Design ram_stream_reader, sky130hd; sources not shown.
==> run_1/m1.png <==
Bar = 50 um.
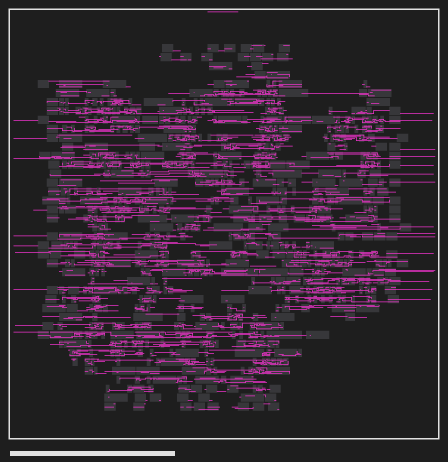
- main direction: horizontal
- share of all routed wire: 47%
- wire length on this layer: 5910 um
- nets with wire on the layer: 725
total wire length: 12500 um
met1 usage: 19.1%
Vias: 4523

==> run_1/layers.png <==
Bar = 50 um. Two of the layers only.
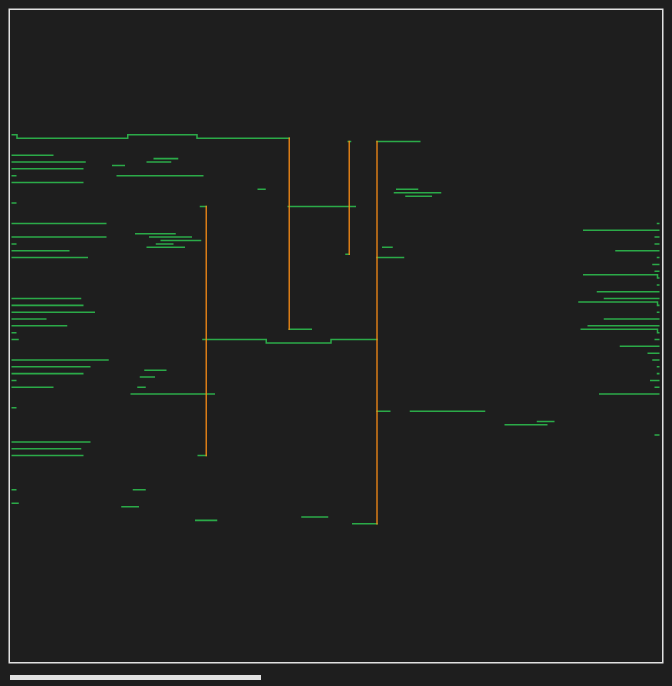
- orange: M4 (wire length 186 um)
- green: M3 (wire length 718 um)
GRT Overall Usage: 15.2%
average wire per standard cell: 13.5 um

==> run_1/closeup.png <==
Bar = 5 um. Region (87, 87) to (107, 107) um. Cells in grey, sequential cells in the stronger grey; small squares are vias.
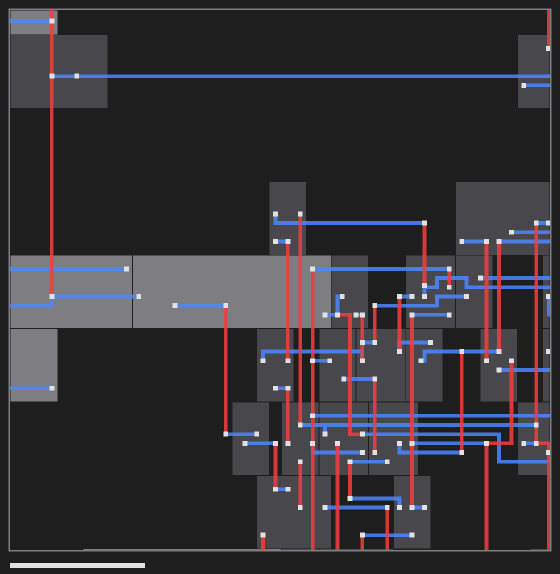
- red: M2
- blue: M1
- cells with their middle in the window: 19
- sequential cells in the window: 2
- most frequent: inv_1 (5), nand2_1 (4)

==> run_1/congestion_map.png <==
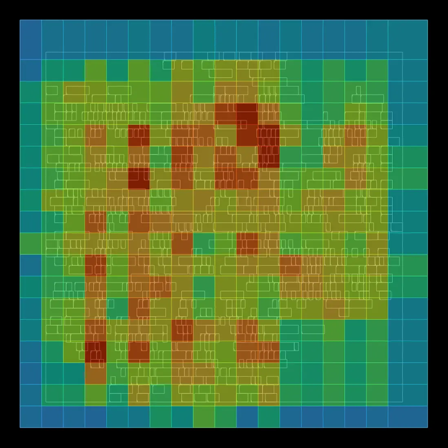
met2 GRT Util: 24.7%
Final Util: 46.3%
GR Util met3: 3.67%
Top Usage Layer GRT: met2

==> metrics.cfg, run 1 <==
[die]
fp-row-count = 41
core_mm2 = 0.0127

[layout]
sh_comb_area_pct = 39.0
seq_area_share_pct = 29.0
logic_gate_count = 474
layout.cells.most_common = nand2_1
final_cells = 926
n_antenna_cell = 0

[power]
p_seq_share_pct = 34.2
power.density_mw_per_mm2 = 885
p_total_w = 0.00519

[critical_path]
cp_max_fo = 4
worstPathArrival_ns = 1.75
startpoint_type = register
r2r_slack_ns = 0.44

[synthesis]
fp_nets = 733
mux_share_pct = 0
synth-xor-area-share_pct = 0.579
ys_types = 36

[clock_network]
ctsHtreeMaxLevel = 3
cts_buffer_depth = 2
cts-resized-gates = 0

[final_timing]
grt_setup_unrepaired = no
final_hold_viol_count = 0

[run_status]
status = finished clean

run 1: metrics by stage:
stage	setup WS, ns	hold WS, ns	cell area (um2)	utilization, %
2_1_floorplan	0.752	0.239	4540	-
3_3_place_gp	0.320	0.246	5540	43.8
3_5_place_dp	0.250	0.254	5540	43.8
4_1_cts	0.141	0.267	5870	46.3
5_1_grt	0.0879	0.285	5870	46.3
6_report	0.167	0.266	5870	46.3
run 1: critical path, stage by stage (launching register included):
cell             delay [ns]
dfxtp_1                0.37
inv_1                  0.08
ha_1                   0.25
nor2_1                 0.13
clkdlybuf4s50_1        0.58
run 1: metal layers:
metal  up-vias  wire [um]  track usage, %
met5         -          0               0
met4         0        186            6.01
met3        12        718            3.67
met2       124       5660            24.7
met1      2057       5910            19.1
li1       2330          -               -
==> run_1/route_heat.png <==
26 x 26 tiles, from white (low) to dark blue (high), scaled to the fullest tile. Values are wire area over tile area, all layers added.
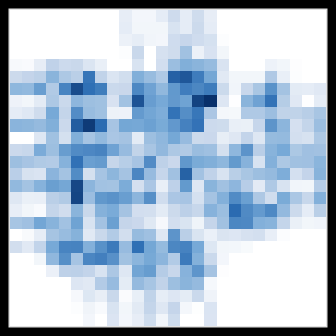

==> run 2: changes to the inputs <==
==> constraint.sdc (replaced) <==
create_clock -name clk -period 2.45 [get_ports clk]
set_clock_uncertainty 0.2 [all_clocks]
set_input_delay 0.49 -clock clk [delete_from_list [all_inputs] [get_ports clk]]
set_output_delay 0.49 -clock clk [all_outputs]
set_load 0.01 [all_outputs]
==> run_2/route_heat.png <==
26 x 26 tiles, from white (low) to dark blue (high), scaled to the fullest tile. Values are wire area over tile area, all layers added.
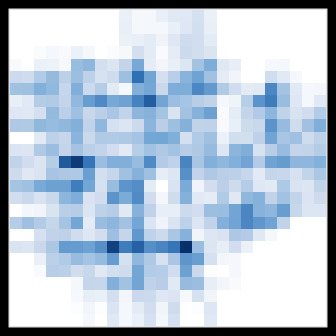
- nearly empty tiles: 26%
- tiles over half the peak: 9.9%
- emptiest ninth of the die: lower right
- fullest tile: 0.55
Vias: 4439
total wire length: 12600 um

==> run 2 against run 1 <==
  * Flip-flop count did not move
  * Global-route usage grew 0.075 points
  * Highest routed layer unchanged
  * Routed wire length grew 0.80%
  * Critical path depth did not move
  * Total power is 4.0% higher
==> metrics.cfg, run 2 <==
[run_status]
status = finished clean

[die]
core_mm2 = 0.0127
fp-row-count = 41

[clock_network]
ctsHtreeMaxLevel = 3
cts-resized-gates = 1
cts_buffer_depth = 2

[critical_path]
cp_cell_sequence = inv_1, ha_1, nor2_1, dlygate4sd2_1
crit_family = buffers and inverters
worstPathArrival_ns = 1.49
critPathBufInv = 2
r2r_slack_ns = 0.33
cp_max_fo = 4
startpoint_type = register

[layout]
final_cells = 927
final_area_mm2 = 0.00581
layout.cells.most_common = nand2_1
utilization_pct = 45.8
n_antenna_cell = 0

[synthesis]
fp_nets = 733
mux_share_pct = 0

[final_timing]
final_hold_viol_count = 0
finalWorstSetupSlack_ns = 0.274

[placed_design]
place_area_mm2 = 0.00554

[power]
power.density_mw_per_mm2 = 930

[global_route]
grt_util_met3_pct = 5.79
grt-busiest-layer = met2

[drt]
wl_met3_um = 922
top_layer_used = met4
wl_met1_um = 5740

==> run_2/layers.png <==
Bar = 50 um. Two of the layers only.
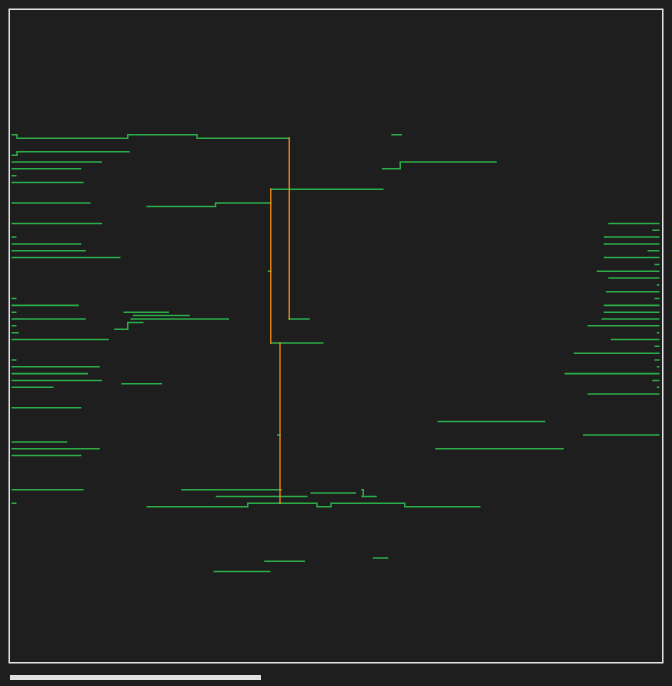
- green: M3 (wire length 922 um)
- orange: M4 (wire length 98.6 um)
average wire per standard cell: 13.6 um
GRT Overall Usage: 15.3%

==> run 2: cell counts after synthesis <==
Identical to the previous run, type by type.
==> run 2: power by group through the flow <==
stage | combinational (W) | clock [W] | sequential, W
detailed placement | 0.00224 | 0 | 0.00194
finish | 0.00222 | 0.00127 | 0.00192
global placement | 0.00219 | 0 | 0.00195
floorplan | 0.00133 | 0 | 0.00202
global route | 0.00249 | 0.00136 | 0.00196
CTS | 0.00225 | 0.00132 | 0.00192
==> run 2: layout make-up <==
class / instances / area [um2]
Clock buffer: 10 / 229
Clock inverter: 6 / 38.8
Fill cell: 1297 / 6860
Inverter: 76 / 290
Multi-Input combinational cell: 474 / 2290
Sequential cell: 85 / 1700
Tap cell: 172 / 215
Timing Repair Buffer: 104 / 1040
Power is estimated from default activity; no workload was simulated.
